**config.mk**
```make
export PLATFORM = sky130hd
export DESIGN_NAME = instr_fetch_unit
export DESIGN_NICKNAME = d
export VERILOG_FILES = /design/src/rtl/fetch_pkg.sv /design/src/rtl/fetch_perf_counter.sv /design/src/rtl/instr_fetch_unit.sv
export SDC_FILE = /design/constraint.sdc
export NUM_CORES = 1
export LEC_CHECK = 0
export CORE_MARGIN = 10
export CORE_UTILIZATION = 48
export DETAILED_ROUTE_END_ITERATION = 6
export GPL_TIMING_DRIVEN = 0
export PLACE_DENSITY = 0.85
export SETUP_SLACK_MARGIN = 0.5
export SLEW_MARGIN = 20
export SYNTH_ARGS = -nofsm -noshare
export SYNTH_HDL_FRONTEND = slang
export SYNTH_SLANG_ARGS = --single-unit
```
**constraint.sdc**
```tcl
create_clock -name Clock -period 3.6 [get_ports Clock]
set_input_delay 0.72 -clock Clock [delete_from_list [all_inputs] [get_ports Clock]]
set_output_delay 0.72 -clock Clock [all_outputs]
set_load 0.05 [all_outputs]
```
**src/rtl/fetch_pkg.sv**
```systemverilog
// Shared constants and types for the instruction fetch unit.
package fetch_pkg;

  localparam int unsigned ADDR_W  = 14;
  localparam int unsigned INSTR_W = 18;

  typedef logic [ADDR_W-1:0]  addr_t;
  typedef logic [INSTR_W-1:0] instr_t;

  localparam addr_t RESET_PC = 14'h0000;

  typedef enum logic [2:0] {
    IDLE,
    REQ,
    WAIT,
    HOLD,
    DROP
  } fetch_state_t;

endpackage

```
**src/rtl/fetch_perf_counter.sv**
```systemverilog
// 16-bit saturating event counter used for fetch performance monitoring.
module fetch_perf_counter (
  input  logic        Clock,
  input  logic        Reset_n,
  input  logic        inc,
  output logic [15:0] count
);

  logic [15:0] count_q, count_d;

  always_comb begin
    count_d = count_q;
    if (inc && (count_q != 16'hFFFF)) begin
      count_d = count_q + 16'd1;
    end
  end

  always_ff @(posedge Clock or negedge Reset_n) begin
    if (!Reset_n) begin
      count_q <= '0;
    end else begin
      count_q <= count_d;
    end
  end

  assign count = count_q;

endmodule

```
**src/rtl/instr_fetch_unit.sv**
```systemverilog
// Instruction fetch stage: owns the PC, fetches over valid/ready and holds one instruction.
// Optional performance counters are built when FETCH_PERF_CNT_EN is defined.
module instr_fetch_unit
  import fetch_pkg::*;
(
  input  logic         Clock,
  input  logic         Reset_n,
  input  logic         Clear,
  input  logic         isJump,
  input  addr_t        JumpAddress,
  input  logic         Consume,
  output instr_t       Instruction,
  output logic         InstrValid,
  output addr_t        PC,
  output logic         imem_req_valid,
  output addr_t        imem_req_addr,
  input  logic         imem_req_ready,
  input  logic         imem_rsp_valid,
  input  instr_t       imem_rsp_data
`ifdef FETCH_PERF_CNT_EN
  ,
  output logic [15:0]  StallCycles,
  output logic [15:0]  FetchCount
`endif
);

  fetch_state_t state_q, state_d;
  addr_t        fetch_pc_q, fetch_pc_d;
  addr_t        pc_q, pc_d;
  instr_t       instr_q, instr_d;
  logic         valid_q, valid_d;
  logic         rsp_latch;
  logic         consume_hold;

  // A response is only kept when it arrives in WAIT and no restart is requested.
  assign rsp_latch    = (state_q == WAIT) && imem_rsp_valid && !Clear;
  assign consume_hold = (state_q == HOLD) && Consume && !Clear;

  // State register
  always_ff @(posedge Clock or negedge Reset_n) begin
    if (!Reset_n) begin
      state_q <= IDLE;
    end else begin
      state_q <= state_d;
    end
  end

  // Next-state logic
  always_comb begin
    state_d = state_q;
    unique case (state_q)
      IDLE: state_d = REQ;
      REQ: begin
        if (Clear) begin
          state_d = imem_req_ready ? DROP : IDLE;
        end else if (imem_req_ready) begin
          state_d = WAIT;
        end
      end
      WAIT: begin
        if (imem_rsp_valid) begin
          state_d = Clear ? REQ : HOLD;
        end else if (Clear) begin
          state_d = DROP;
        end
      end
      HOLD: begin
        if (Clear || Consume) begin
          state_d = REQ;
        end
      end
      // Wait out the orphaned response before issuing the restart fetch.
      DROP: begin
        if (imem_rsp_valid) begin
          state_d = REQ;
        end
      end
      default: state_d = IDLE;
    endcase
  end

  // Output logic
  always_comb begin
    imem_req_valid = 1'b0;
    imem_req_addr  = '0;
    if (state_q == REQ) begin
      imem_req_valid = 1'b1;
      imem_req_addr  = fetch_pc_q;
    end
  end

  // Datapath next-state: latch, redirect, restart (restart wins).
  always_comb begin
    fetch_pc_d = fetch_pc_q;
    pc_d       = pc_q;
    instr_d    = instr_q;
    valid_d    = valid_q;
    if (rsp_latch) begin
      instr_d    = imem_rsp_data;
      pc_d       = fetch_pc_q;
      valid_d    = 1'b1;
      fetch_pc_d = fetch_pc_q + addr_t'(1);
    end
    if (consume_hold) begin
      valid_d = 1'b0;
      if (isJump) begin
        fetch_pc_d = JumpAddress;
      end
    end
    if (Clear) begin
      valid_d    = 1'b0;
      fetch_pc_d = RESET_PC;
    end
  end

  always_ff @(posedge Clock or negedge Reset_n) begin
    if (!Reset_n) begin
      fetch_pc_q <= RESET_PC;
      pc_q       <= RESET_PC;
      instr_q    <= '0;
      valid_q    <= 1'b0;
    end else begin
      fetch_pc_q <= fetch_pc_d;
      pc_q       <= pc_d;
      instr_q    <= instr_d;
      valid_q    <= valid_d;
    end
  end

  assign Instruction = instr_q;
  assign InstrValid  = valid_q;
  assign PC          = pc_q;

`ifdef FETCH_PERF_CNT_EN
  fetch_perf_counter u_stall_cnt (
    .Clock   (Clock),
    .Reset_n (Reset_n),
    .inc     (!valid_q),
    .count   (StallCycles)
  );

  fetch_perf_counter u_fetch_cnt (
    .Clock   (Clock),
    .Reset_n (Reset_n),
    .inc     (rsp_latch),
    .count   (FetchCount)
  );
`endif

endmodule
```
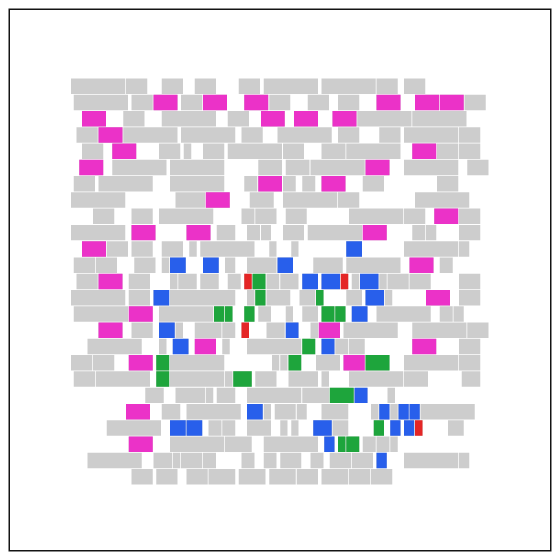
(run_1/logic_types.png)
- red: inverters (cells 4; most used inv_1; where centre)
- green: NAND gates (cells 18)
- magenta: multiplexers (cells 35; most used mux2_2)
- blue: inverting AOI/OAI gates (cells 26; most used a211oi_1)
combinational share of cell area: 30.5%
Layout Cells excl Fill: 364
Top cell excl fill/tap: clkdlybuf4s50_1

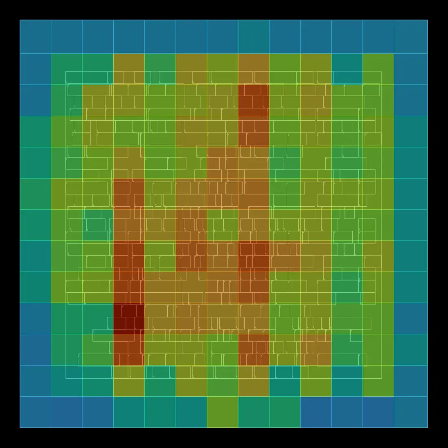
(run_1/congestion.png)
DR WL/cell: 16.8 microns
grt met2 use: 25.4%
GR Util met3: 5.15%
final core utilization: 72.0%
total global-route track usage: 15.0%

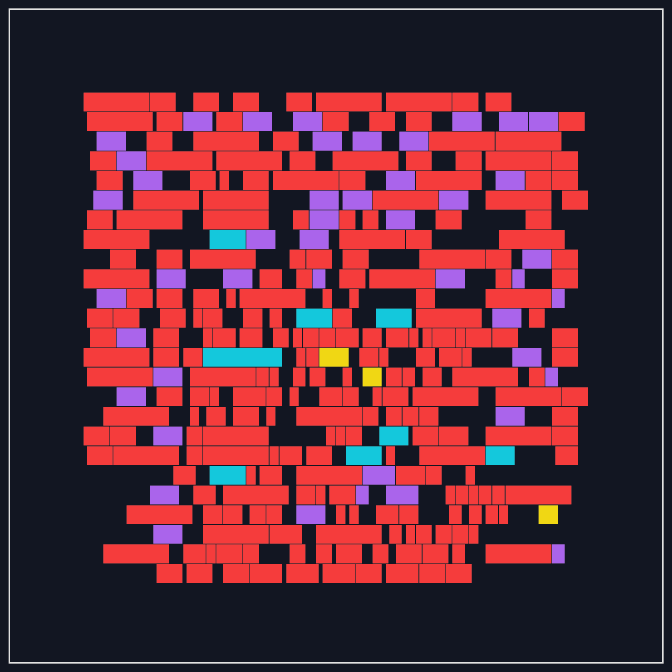
(run_1/sizes.png)
- red: _0 and _1 cells (cells 241; most used clkdlybuf4s50_1)
- purple: _2 cells (cells 45; most used mux2_2)
- yellow: _3 and _4 cells (cells 3)
- cyan: _6 and larger (cells 8; most used clkbuf_8)
Layout area overhead: 44.6%
fin area: 3420 sq um
Non-CTS buffers: 98
worst setup margin: 0.664 ns

==> out/metrics.yaml, run 1 <==
layout:
  regArea_sq_um: 1250
  clock_buffers: 6
  largest_register_ffs: 18
  drive_above_1_share_pct: 18.9
  layout.nets: 336
  seq_share_pct: 36.5
  clock_area_share_pct: 3.22
  mi_logic_area_sq_um: 1050
  largest_cell_class: "flip-flops and latches"
clock_tree:
  cts.sinks: 50
  root_buffer: "clkbuf_8"
  clk_latency_ns: 0.30
  htree_levels: 2
  cts_buffer_depth: 2
global_routing:
  grt_pass1_wl_microns: 10100
  grt_overflow_total: 0
  grt_util_met1_pct: 17.6
  first_global_vias: 2023
route:
  wl_met2_microns: 3080
  first_iter_violations: 78
  wirelength_met1_microns: 2580
  num_vias: 1918
  vias_per_cell: 5.27
  drtPass1Iterations: 4
  ant_nets: 0
critical_path:
  critPathArrivalTime_ns: 2.22
  slowest_delay_ns: 0.56
  reg2reg_slack_ns: 1.31
  r2r_cells: 6
  crit_type: "reg2out"
  cp-start-kind: "flip-flop"
  cp.depth: 4
placement:
  pre_cts_ws_ns: 0.294
  globalplace.congestion: 0.794
run:
  tool_warnings: 26
die:
  die_h_microns: 90.2
  die_x_microns: 90.2
  die_area_sq_um: 8140
  tapCellCount: 67
  num_io_pins: 87
  core_util_floorplan_pct: 49.8
logic_synthesis:
  synthMuxAreaShare_pct: 16.5
  synth-xor-area-share_pct: 3.33
  topCombFamilyByArea: "multiplexers"
  synthAdderAreaFrac_pct: 0.528
  yosys_cells: 203
  simple_gate_area_share_pct: 16.1
  yosys-top-cells-area: "dfrtp_1 (53%), mux2_2 (15%), and2_1 (4.0%)"
sta:
  slew_viol_final: 0
  post-route-min-period_ns: 2.94
  worstMarginPinSlew_ns: 0.619
  rsz0062_at_grt: "false"
  whs_ns: 0.419
  fin_worst_skew_ns: 0.00596
  setup_viol: 0
power_and_ir_drop:
  p_leak_nw: 1.52
  pwr-share-comb_pct: 46.8
  power_sequential_mw: 0.766
  power_mw: 2.17
run_status:
  status: "finished clean"
==> run 1: synthesized netlist by cell type, drive strengths merged, types with 2 or more instances <==
| cell type | instances |
|---|---|
| a211oi | 9 |
| a21oi | 4 |
| a311oi | 3 |
| and2 | 15 |
| buf | 2 |
| clkbuf | 10 |
| dfrtp | 50 |
| inv | 4 |
| mux2 | 32 |
| mux2i | 3 |
| nand2 | 3 |
| nand2b | 2 |
| nand3 | 5 |
| nand4 | 5 |
| nand4bb | 2 |
| nor2 | 19 |
| nor4 | 5 |
| o21ai | 3 |
| o22ai | 3 |
| o31ai | 3 |
| or4 | 4 |
| xnor2 | 7 |
| xor2 | 2 |
==> run 1: timing repair <==
item                       4_1_cts  5_1_grt
pin swaps                        0        0
buffers inserted                 0        0
hold buffers                     0        0
gates resized                   23       12
setup endpoints to repair       15        9
==> run_1/wires.png <==
Two of the layers only.
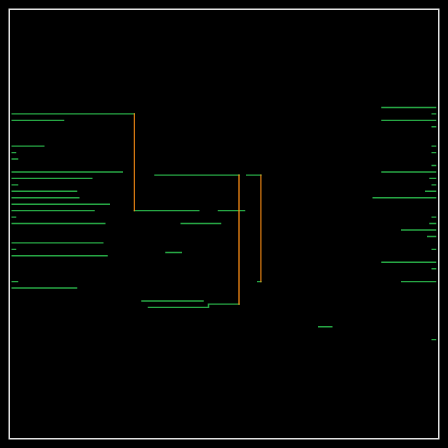

==> inputs of run 2 (changes only) <==
--- a/config.mk
+++ b/config.mk
@@ -6,10 +6,10 @@
 export NUM_CORES = 1
 export LEC_CHECK = 0
 export CORE_MARGIN = 10
-export CORE_UTILIZATION = 48
+export CORE_UTILIZATION = 44
 export DETAILED_ROUTE_END_ITERATION = 6
 export GPL_TIMING_DRIVEN = 0
-export PLACE_DENSITY = 0.85
+export PLACE_DENSITY = 0.79
 export SETUP_SLACK_MARGIN = 0.5
 export SLEW_MARGIN = 20
 export SYNTH_ARGS = -nofsm -noshare
==> constraint.sdc (replaced) <==
create_clock -name Clock -period 3 [get_ports Clock]
set_input_delay 0.6 -clock Clock [delete_from_list [all_inputs] [get_ports Clock]]
set_output_delay 0.6 -clock Clock [all_outputs]
set_load 0.05 [all_outputs]
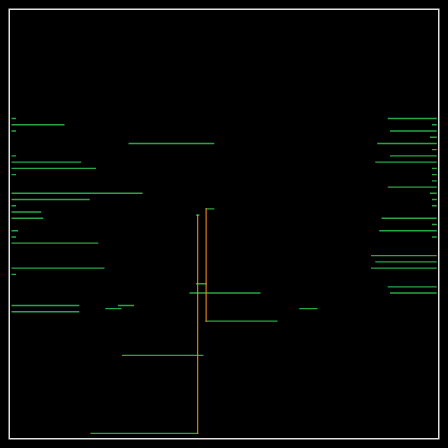
(run_2/wires.png)
Two of the layers only.
- orange: metal 4 (wire length 72.1 microns)
- green: metal 3 (wire length 441 microns)
total global-route track usage: 14.3%
DR vias: 1899
DR WL/cell: 17.2 microns

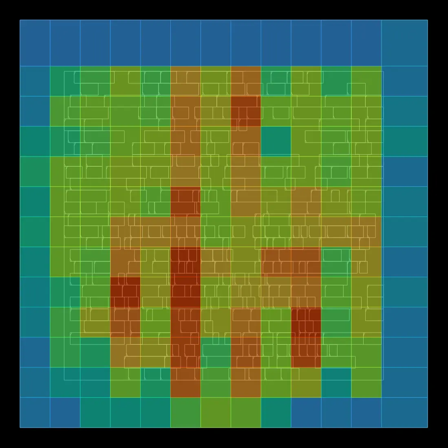
(run_2/congestion.png)
GR Util met3: 4.56%
busiest grt layer: met2
grt met2 use: 23.5%
final core utilization: 64.8%

==> run 2 against run 1 <==
  * Area after synthesis is the same
  * Combinational power grew 22%
  * Clock power shrank 3%
  * Final cell count grew 0.55%
  * Count of clock-buffer cells in the layout is the same
  * Core utilization shrank 7.2 points
  * Critical endpoint is now fetch_pc_q[11]
  * Largest cell class unchanged
==> out/metrics.yaml, run 2 <==
layout:
  finish.instance_area_sq_um: 3350  # -2.1%
  mi_logic_area_sq_um: 1050  # +0.60%
  layout.nets: 337  # +0.30%
  n_fill_cell: 436
  antenna_cells: 0
  syn2layout_area_growth_pct: 41.6
  drive_above_1_share_pct: 21.3  # +2.4 points
  largest_register_ffs: 18  # unchanged
  regArea_sq_um: 1250  # unchanged
  layout_top_cell: "clkdlybuf4s50_1"
route:
  ant_nets: 0  # unchanged
  first_iter_violations: 79  # +1.3%
  vias_per_cell: 5.19  # -1.5%
  wl_met2_microns: 3020  # -2.2%
  wirelength_met1_microns: 2750  # +6.8%
  drtPass1Iterations: 5  # +1
sta:
  setup_viol: 0  # unchanged
  layout_setup_ws_ns: 0.587  # -0.0763 ns
  worstMarginPinSlew_ns: 0.633  # +0.0133 ns
  slew_viol_final: 0  # unchanged
  whs_ns: 0.304  # -0.115 ns
  rsz0062_at_grt: "false"
  fin_worst_skew_ns: 0.00599  # +0.0000376 ns
  post-route-min-period_ns: 2.41
clock_tree:
  clk_latency_ns: 0.29  # about the same
  cts_setup_buffers: 1  # +1
  cts_resized: 56  # +140%
  root_buffer: "clkbuf_8"
  cts_buffer_depth: 2  # unchanged
  cts.sinks: 50  # unchanged
  cts_hold_buf: 0  # unchanged
  htree_levels: 2  # unchanged
power_and_ir_drop:
  p_leak_nw: 1.45  # -4.8%
  power_sequential_mw: 0.924  # +21%
  power_mw: 2.54  # +17%
critical_path:
  cp-start-kind: "input pin"
  slowest_delay_ns: 0.54  # -0.02 ns
  critical_path.max_fanout: 6
  critPathArrivalTime_ns: 2.61  # +0.39 ns
  required_ns: 3.20
  crit_type: "in2reg"
die:
  die_x_microns: 93.4  # +3.5%
  num_io_pins: 87  # unchanged
  core_util_floorplan_pct: 45.8  # -4.0 points
  die_area_sq_um: 8720  # +7.0%
  die_h_microns: 93.4  # +3.5%
logic_synthesis:
  yosys_cells: 203  # unchanged
  yosys-top-cells-area: "dfrtp_1 (53%), mux2_2 (15%), and2_1 (4.0%)"
  synth_cell_types: 33
  ff_type: "dfrtp_1"
  topCombFamilyByArea: "multiplexers"
  simple_gate_area_share_pct: 16.1  # unchanged
  synthMuxAreaShare_pct: 16.5  # unchanged
  yosysMostFrequentCell: "dfrtp_1"
  synthAdderAreaFrac_pct: 0.528  # unchanged
  netlist_top_cells_count: "dfrtp_1 (50), mux2_2 (32), nor2_1 (19)"
  synth-xor-area-share_pct: 3.33  # unchanged
global_routing:
  first_global_vias: 1976  # -2.3%
  grt_util_met1_pct: 17.1  # -0.51 points
  grt_pass1_wl_microns: 9920  # -2.2%
  grt_overflow_total: 0  # unchanged
placement:
  place_hpwl_microns: 4720
  io_buffers: 86
  globalplace.congestion: 0.772  # -2.9%
  pre_cts_ws_ns: -0.0405  # -0.335 ns
run:
  tool_warnings: 27  # +3.8%
run_status:
  status: "finished clean"
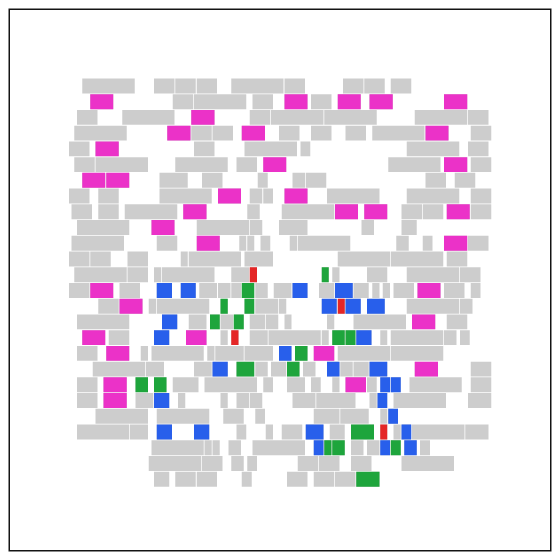
(run_2/logic_types.png)
- magenta: multiplexers (cells 35; most used mux2_2)
- green: NAND gates (cells 18)
- red: inverters (cells 4; most used inv_1; where centre)
- blue: inverting AOI/OAI gates (cells 26; most used a211oi_1)
Layout Cells excl Fill: 366
combinational share of cell area: 31.4%

==> run 2: layout make-up <==
class	instances	area share [%]
Multi-Input combinational cell	137	31.4
Timing Repair Buffer	87	23.8
Inverter	4	0.448
Clock buffer	6	2.46
Buffer	12	1.98
Sequential cell	50	37.3
Tap cell	70	2.61
==> run 2: path summary, 6_finish.rpt <==
path                                    to  slack [ns]  depth (start not counted)
setup / recovery            fetch_pc_q[11]        0.59                          5
hold / removal               fetch_pc_q[1]        0.30                          1
setup reg to reg            fetch_pc_q[11]        0.69                          6
hold reg to reg            Instruction[10]        0.51                          1
max in group asynchronous  Instruction[12]        2.25                          1
min in group Clock         Instruction[10]        0.51                          1
==> run_2/flops_by_reg.png <==
Scale bar: 20 microns. Other sequential cells in the stronger grey, the rest of the logic in the fainter grey.
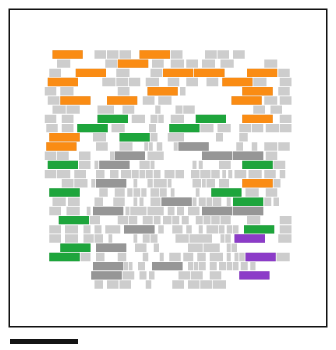

==> inputs of run 3 (changes only) <==
==> constraint.sdc (replaced) <==
create_clock -name Clock -period 2.27 [get_ports Clock]
set_input_delay 0.454 -clock Clock [delete_from_list [all_inputs] [get_ports Clock]]
set_output_delay 0.454 -clock Clock [all_outputs]
set_load 0.05 [all_outputs]
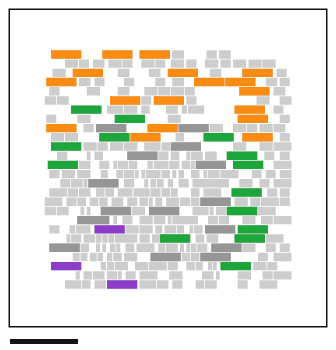
(run_3/flops_by_reg.png)
Scale bar: 20 microns. Other sequential cells in the stronger grey, the rest of the logic in the fainter grey.
- purple: state_q (flops 3)
- orange: Instruction (flops 18)
- green: PC (flops 14)
- not coloured: 15
FF/Latch Area: 1250 sq um
Sequential Power: 1.21 mW
final core utilization: 71.9%
sequential cell area share: 33.7%

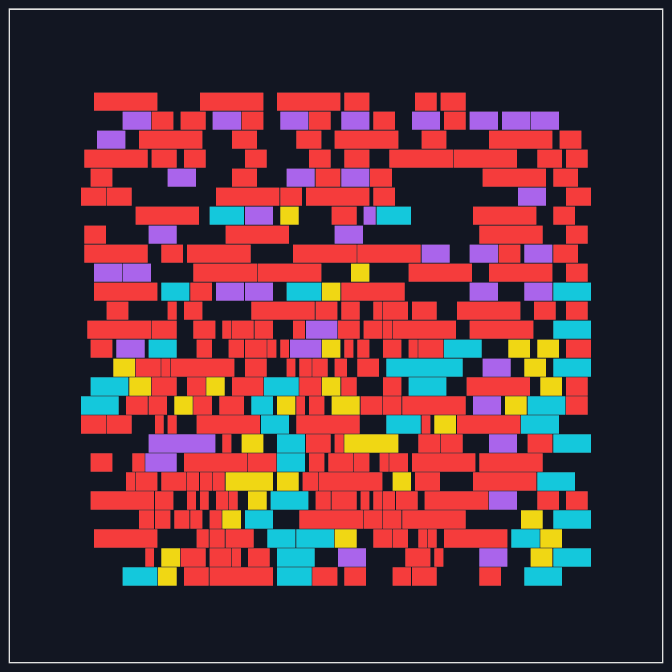
(run_3/sizes.png)
- cyan: _6 and larger (cells 34; most used buf_8)
- red: _0 and _1 cells (cells 210; most used dfrtp_1)
- purple: _2 cells (cells 37; most used mux2_2)
- yellow: _3 and _4 cells (cells 30; most used and2_4)
Layout area overhead: 56.9%
worst setup margin: 0.133 ns
fin area: 3720 sq um

==> run 3 against run 2 <==
  * Non-clock buffer count increased by 13
  * Sequential cell count unchanged
  * Setup slack got worse by 0.45 ns
  * Sequential share of layout area decreased by 3.6 points
  * Critical path depth increased by 1
  * Synthesized cell count unchanged
  * Combinational power increased by 47%
  * Global-route usage increased by 0.87 points
  * Count of clock-buffer cells in the layout decreased by 1
  * Register-to-register slack got worse by 0.56 ns
  * Die area unchanged
  * Final area increased by 11%
  * Highest routed layer unchanged
==> out/metrics.yaml, run 3 <==
run_status:
  status: "finished clean"
global_routing:
  grt_pass1_wl_microns: 10700  # +7.9%
  first_global_vias: 2146  # +8.6%
  grt_overflow_total: 0  # unchanged
logic_synthesis:
  ff_type: "dfrtp_1"
  synthAdderAreaFrac_pct: 0.528  # unchanged
  top_area_cell: "dfrtp_1"
  topCombFamilyByArea: "multiplexers"
  synth_cell_types: 33  # unchanged
  synth-xor-area-share_pct: 3.33  # unchanged
  yosys-top-cells-area: "dfrtp_1 (53%), mux2_2 (15%), and2_1 (4.0%)"
  yosys_cells: 203  # unchanged
  simple_gate_area_share_pct: 16.1  # unchanged
  yosysMostFrequentCell: "dfrtp_1"
  netlist_top_cells_count: "dfrtp_1 (50), mux2_2 (32), nor2_1 (19)"
layout:
  layout_top_cell: "dfrtp_1"
  buffers: 112  # +13%
  comb_cells: 137  # unchanged
  design.seq.count: 50  # unchanged
  n_fill_cell: 390  # -11%
  largest_cell_class: "flip-flops and latches"
  clock_buffers: 5  # -1
  final_cells: 381  # +4.1%
  inverters: 4  # unchanged
  final-nonclk-buf-share_pct: 30.5  # +4.7 points
  clock_area_share_pct: 3.03  # +0.57 points
  layout.nets: 350  # +3.9%
  comb_area_share_pct: 30.0  # -1.4 points
  drive_above_1_share_pct: 32.5  # +11 points
  mi_logic_area_sq_um: 1110  # +5.9%
placement:
  place_hpwl_microns: 4720  # about the same
  globalplace.congestion: 0.781  # +1.2%
  io_buffers: 86  # unchanged
sta:
  rsz0062_at_grt: "true"
  fin_worst_skew_ns: 0.00505  # -0.000945 ns
  period_used_pct: 94.1
  final_hold_viol_count: 0
  clock.fmax_mhz: 468
  post-route-min-period_ns: 2.14
  setup_viol: 0  # unchanged
  slew_viol_final: 0  # unchanged
  worstMarginPinSlew_ns: 0.635  # +0.00201 ns
  whs_ns: 0.146  # -0.158 ns
route:
  ant_nets: 0  # unchanged
  drtPass1Iterations: 6  # +1
  num_vias: 2038  # +7.3%
  first_iter_violations: 89  # +13%
  vias_per_cell: 5.35  # +3.1%
power_and_ir_drop:
  p_sw_mw: 1.52
  power_combinational_mw: 1.82
  power_mw: 3.67  # +45%
  p_leak_nw: 1.75  # +21%
die:
  die_h_microns: 93.4  # unchanged
  core_util_floorplan_pct: 45.8  # unchanged
  tapCellCount: 70  # unchanged
  die_area_sq_um: 8720  # unchanged
  core_sq_um: 5170
  core.rowCount: 26
  die_x_microns: 93.4  # unchanged
  num_io_pins: 87  # unchanged
critical_path:
  cp.depth: 6  # +1
  slowest_delay_ns: 0.52  # -0.02 ns
  critPathArrivalTime_ns: 2.34  # -0.27 ns
  crit_type: "reg2reg"
  r2r_cells: 6  # unchanged
  critical_path.max_fanout: 5  # -1
  reg2reg_slack_ns: 0.13  # -0.56 ns
  required_ns: 2.48  # -0.72 ns
  cp-start-kind: "flip-flop"
  endpoint: "fetch_pc_q[11]"
  r2r_end: "fetch_pc_q[11]"
clock_tree:
  cts.sinks: 50  # unchanged
  root_buffer: "clkbuf_8"
  htree_levels: 2  # unchanged
  clk_latency_ns: 0.30  # about the same
  cts_buffer_depth: 2  # unchanged
min_path:
  hp-class: "in2async"
run:
  tool_warnings: 29  # +7.4%
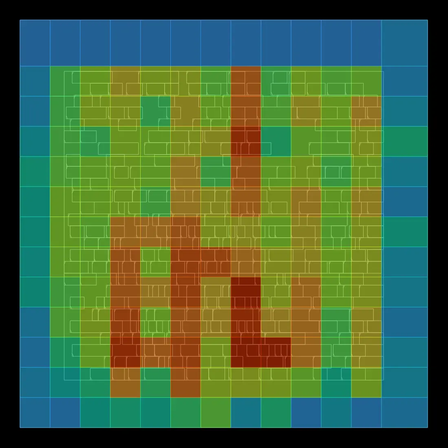
(run_3/congestion.png)
met1 Use GR: 17.8%
DR WL/cell: 17.6 microns
GR Util met3: 5.44%
grt met2 use: 24.5%
total global-route track usage: 15.2%

run 3: what timing repair did:
| item | 4_1_cts | 5_1_grt |
|---|---|---|
| hold buffers | 0 | 0 |
| pin swaps | 3 | 7 |
| hold endpoints to repair | 0 | 0 |
| setup endpoints to repair | 93 | 59 |
| gates cloned | 1 | 0 |
| buffers inserted | 10 | 3 |
| gates resized | 170 | 27 |
run 3: routing by layer:
metal / GRT usage (%) / vias to the layer above / part of all wire, %
li1: - / 944 / -
met1: 17.8 / 1005 / 41
met2: 24.5 / 77 / 48
met3: 5.44 / 12 / 8.3
met4: 6.30 / 0 / 2.2
met5: 0 / - / 0
Power is estimated from default activity; no workload was simulated.
